===== src/rtl/pwm_audio_sample_sequencer.sv =====
// Stereo sample-pair FIFO feeding PWM duty registers, one pair per RATE_DIV PWM periods; a popped pair shows up as the period counter wraps to 0.
// Upstream backpressure: s_ready drops only when the FIFO is full; an empty FIFO at a sample boundary holds the outputs and raises sticky underflow.
module pwm_audio_sample_sequencer #(
    parameter int WIDTH       = 8,
    parameter int DEPTH       = 4,
    parameter int PRIME_LEVEL = 2,
    parameter int RATE_DIV    = 1
) (
    input  logic                     clk,
    input  logic                     aclr,
    input  logic                     enable,
    input  logic                     s_valid,
    output logic                     s_ready,
    input  logic [WIDTH-1:0]         s_left,
    input  logic [WIDTH-1:0]         s_right,
    output logic [WIDTH-1:0]         left_top,
    output logic [WIDTH-1:0]         right_top,
    output logic                     sample_tick,
    output logic                     underflow,
    input  logic                     underflow_clr,
    output logic [$clog2(DEPTH):0]   level,
    output logic                     playing
);

    localparam int PW = (DEPTH > 1) ? $clog2(DEPTH) : 1;
    localparam int LW = $clog2(DEPTH) + 1;
    localparam int DW = (RATE_DIV > 1) ? $clog2(RATE_DIV) : 1;

    localparam logic [1:0] ST_IDLE  = 2'd0;
    localparam logic [1:0] ST_PRIME = 2'd1;
    localparam logic [1:0] ST_PLAY  = 2'd2;

    logic [1:0]       state;
    logic [WIDTH-1:0] period_cnt;
    logic [DW-1:0]    div_cnt;
    logic [WIDTH-1:0] mem_left  [DEPTH];
    logic [WIDTH-1:0] mem_right [DEPTH];
    logic [PW-1:0]    wr_ptr;
    logic [PW-1:0]    rd_ptr;
    logic             push;
    logic             pop;
    logic             starve;
    logic             period_wrap;
    logic             div_last;

    function automatic logic [PW-1:0] ptr_inc(input logic [PW-1:0] p);
        return (p == PW'(DEPTH - 1)) ? '0 : p + 1'b1;
    endfunction

    assign period_wrap = (period_cnt == '1);
    assign div_last    = (div_cnt == DW'(RATE_DIV - 1));
    assign sample_tick = enable && period_wrap && div_last;
    assign s_ready     = (level < LW'(DEPTH));
    assign push        = s_valid && s_ready;
    assign playing     = (state == ST_PLAY);

    always_comb begin
        pop    = 1'b0;
        starve = 1'b0;
        if (sample_tick) begin
            if (state == ST_PRIME && level >= LW'(PRIME_LEVEL)) begin
                pop = 1'b1;
            end
            if (state == ST_PLAY) begin
                if (level != '0) begin
                    pop = 1'b1;
                end else begin
                    starve = 1'b1;
                end
            end
        end
    end

    always_ff @(posedge clk or posedge aclr) begin
        if (aclr) begin
            period_cnt <= '0;
            div_cnt    <= '0;
        end else if (!enable) begin
            period_cnt <= '0;
            div_cnt    <= '0;
        end else begin
            period_cnt <= period_cnt + 1'b1;
            if (period_wrap) begin
                div_cnt <= div_last ? '0 : div_cnt + 1'b1;
            end
        end
    end

    // Storage carries no reset; occupancy and pointers alone define what is valid.
    always_ff @(posedge clk) begin
        if (push) begin
            mem_left[wr_ptr]  <= s_left;
            mem_right[wr_ptr] <= s_right;
        end
    end

    always_ff @(posedge clk or posedge aclr) begin
        if (aclr) begin
            wr_ptr <= '0;
            rd_ptr <= '0;
            level  <= '0;
        end else begin
            if (push) begin
                wr_ptr <= ptr_inc(wr_ptr);
            end
            if (pop) begin
                rd_ptr <= ptr_inc(rd_ptr);
            end
            case ({push, pop})
                2'b10:   level <= level + 1'b1;
                2'b01:   level <= level - 1'b1;
                default: level <= level;
            endcase
        end
    end

    always_ff @(posedge clk or posedge aclr) begin
        if (aclr) begin
            state     <= ST_IDLE;
            left_top  <= '0;
            right_top <= '0;
            underflow <= 1'b0;
        end else begin
            if (!enable) begin
                state     <= ST_IDLE;
                left_top  <= '0;
                right_top <= '0;
            end else begin
                case (state)
                    ST_IDLE: begin
                        state     <= ST_PRIME;
                        left_top  <= '0;
                        right_top <= '0;
                    end
                    ST_PRIME: if (pop)    state <= ST_PLAY;
                    ST_PLAY:  if (starve) state <= ST_PRIME;
                    default:  state <= ST_IDLE;
                endcase
                if (pop) begin
                    left_top  <= mem_left[rd_ptr];
                    right_top <= mem_right[rd_ptr];
                end
            end
            if (starve) begin
                underflow <= 1'b1;
            end else if (underflow_clr) begin
                underflow <= 1'b0;
            end
        end
    end

endmodule

===== config.mk =====
export PLATFORM = sky130hd
export DESIGN_NAME = pwm_audio_sample_sequencer
export DESIGN_NICKNAME = d
export VERILOG_FILES = /design/src/rtl/pwm_audio_sample_sequencer.sv
export SDC_FILE = /design/constraint.sdc
export NUM_CORES = 1
export LEC_CHECK = 0
export CORE_ASPECT_RATIO = 1.5
export CORE_UTILIZATION = 50
export DETAILED_ROUTE_END_ITERATION = 10
export PLACE_DENSITY = 0.85
export SYNTH_ARGS = -nofsm -noshare
export SYNTH_HDL_FRONTEND = slang
export SYNTH_SLANG_ARGS = --single-unit
export TNS_END_PERCENT = 5

===== constraint.sdc =====
create_clock -name clk -period 2.1 [get_ports clk]
set_clock_uncertainty 0.15 [all_clocks]
set_input_delay 0.315 -clock clk [delete_from_list [all_inputs] [get_ports clk]]
set_output_delay 0.315 -clock clk [all_outputs]
set_load 0.005 [all_outputs]

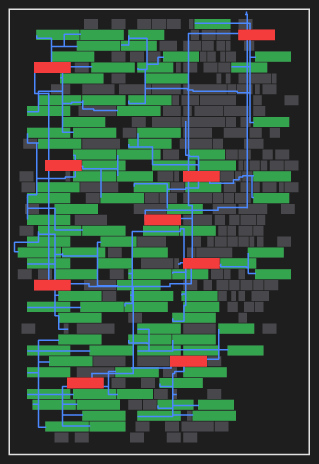
Figure 1: run 1, routed clock nets over the placement.
Drawn at 4 px/um.
[flip-flops] green | count: 98
[cells driving clock nets] red | count: 9
[clock wires] blue | length: 1,080 um
routed clock nets: 10

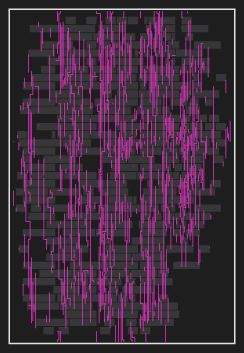
Figure 2: run 1, metal 2.
Drawn at 3 px/um. Cells faint in the background.
main direction: vertical
nets with wire on the layer: 292
share of all routed wire: 54%

==> impl_metrics.tcl, run 1 <==
# metrics dict for downstream scripts
set metrics [dict create \
    critPathLaunchType "flop" \
    violations "negative setup slack" \
    ys_types 36 \
    timing.fmax_mhz 470 \
    m1WireLength_um 2830 \
    reg2reg_slack_ns -0.03 \
    antenna_left 0 \
    grt_pass1_vias 2300 \
    finalPower_mw 4.87 \
    final_area_um2 5100 \
    vias_per_cell 5.53 \
    layout.area.comb_um2 1120 \
    setup_viol 1 \
    drv_slew 0 \
    setup_ws_ns -0.0285 \
    layout_top_cells "edfxtp_1, clkdlybuf4s50_1, dfrtp_1" \
    cts_tree "done" \
    status "complete, but fails checks" \
    path_buffers 3 \
    max_stage_delay_ns 0.40 \
    syn_to_final_growth_pct 28.9 \
]
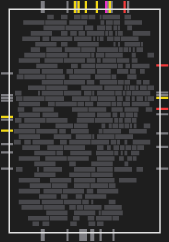
Figure 3: run 1, pin map.
Drawn at 2 px/um. Pins as bars across the die edge, other pins in grey.
| port | colour | pins | direction | edge |
|---|---|---|---|---|
| level | red | 3 | output | 2 east, 1 north |
| left_top | yellow | 8 | output | 5 north, 2 west, 1 east |
| s_valid | magenta | 1 | input | north |
all pins by edge: 14 north, 11 south, 10 west, 9 east

==> run 2: changes to the inputs <==
--- a/config.mk
+++ b/config.mk
@@ -8,7 +8,7 @@
 export CORE_ASPECT_RATIO = 1.5
 export CORE_UTILIZATION = 50
 export DETAILED_ROUTE_END_ITERATION = 10
-export PLACE_DENSITY = 0.85
+export PLACE_DENSITY = 0.71
 export SYNTH_ARGS = -nofsm -noshare
 export SYNTH_HDL_FRONTEND = slang
 export SYNTH_SLANG_ARGS = --single-unit
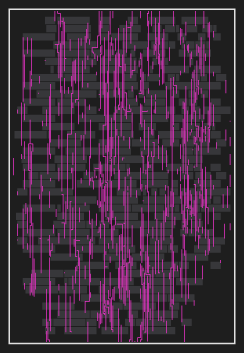
Figure 4: run 2, metal 2.
Drawn at 3 px/um. Cells faint in the background.
main direction: vertical
wire length on this layer: 3,690 um
longest straight run: 57.1 um
share of all routed wire: 53%

==> impl_metrics.tcl, run 2 <==
# metrics dict for downstream scripts
set metrics [dict create \
    status "finished, final reports clean" \
    vias_per_cell 5.48 \
    synth_warnings 0 \
    peakVddDrop_mv 0.625 \
    ys_types 36 \
    m1WireLength_um 2830 \
    drv_slew 0 \
    startpoint "period_cnt[0]$_DFF_PP0_" \
    numSynthFlops 98 \
    setup_viol 0 \
    cts_setup_buffers 3 \
    p_int_mw 3.47 \
    cp_num_cells 12 \
    ys_top_cells_by_count "edfxtp_1, dfrtp_1, a32o_1, mux4_2" \
    cts_tree "done" \
    clkCellAreaFrac_pct 5.02 \
    cts_resized 3 \
    final_area_um2 5030 \
    antenna_left 0 \
    path_buffers 3 \
    timing.fmax_mhz 486 \
    reg2reg_slack_ns 0.04 \
    cts_max_level 3 \
    layout_top_cells "edfxtp_1, clkdlybuf4s50_1, dfrtp_1" \
    nFillCells 550 \
    grt_pass1_vias 2243 \
    dp.cells 374 \
    synthXorXnorAreaFrac_pct 1.77 \
    num_vias 2161 \
    hpwl_um 4360 \
    syn_to_final_growth_pct 27.2 \
    power-top-group "registers" \
    layout.area.comb_um2 1120 \
    syn-num-nets 246 \
    slew_headroom_pct 69.5 \
    max_stage_delay_ns 0.39 \
    syn_inst 217 \
    rr_endpoint "level[2]$_DFFE_PP0P_" \
    grt_use_met3_pct 3.45 \
    finalPower_mw 4.55 \
    setup_ws_ns 0.0423 \
    critPathLaunchType "flop" \
]
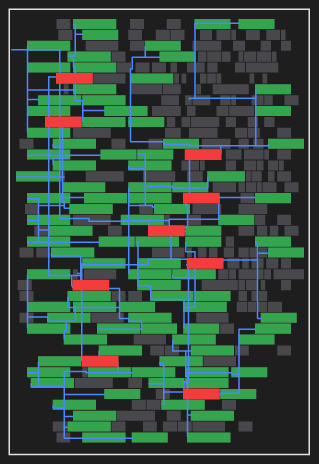
Figure 5: run 2, routed clock nets over the placement.
Drawn at 4 px/um.
[clock wires] blue | length: 1,080 um
[flip-flops] green | count: 98
[cells driving clock nets] red | count: 9
flops lie: spread over the die

Power is estimated from default activity; no workload was simulated.
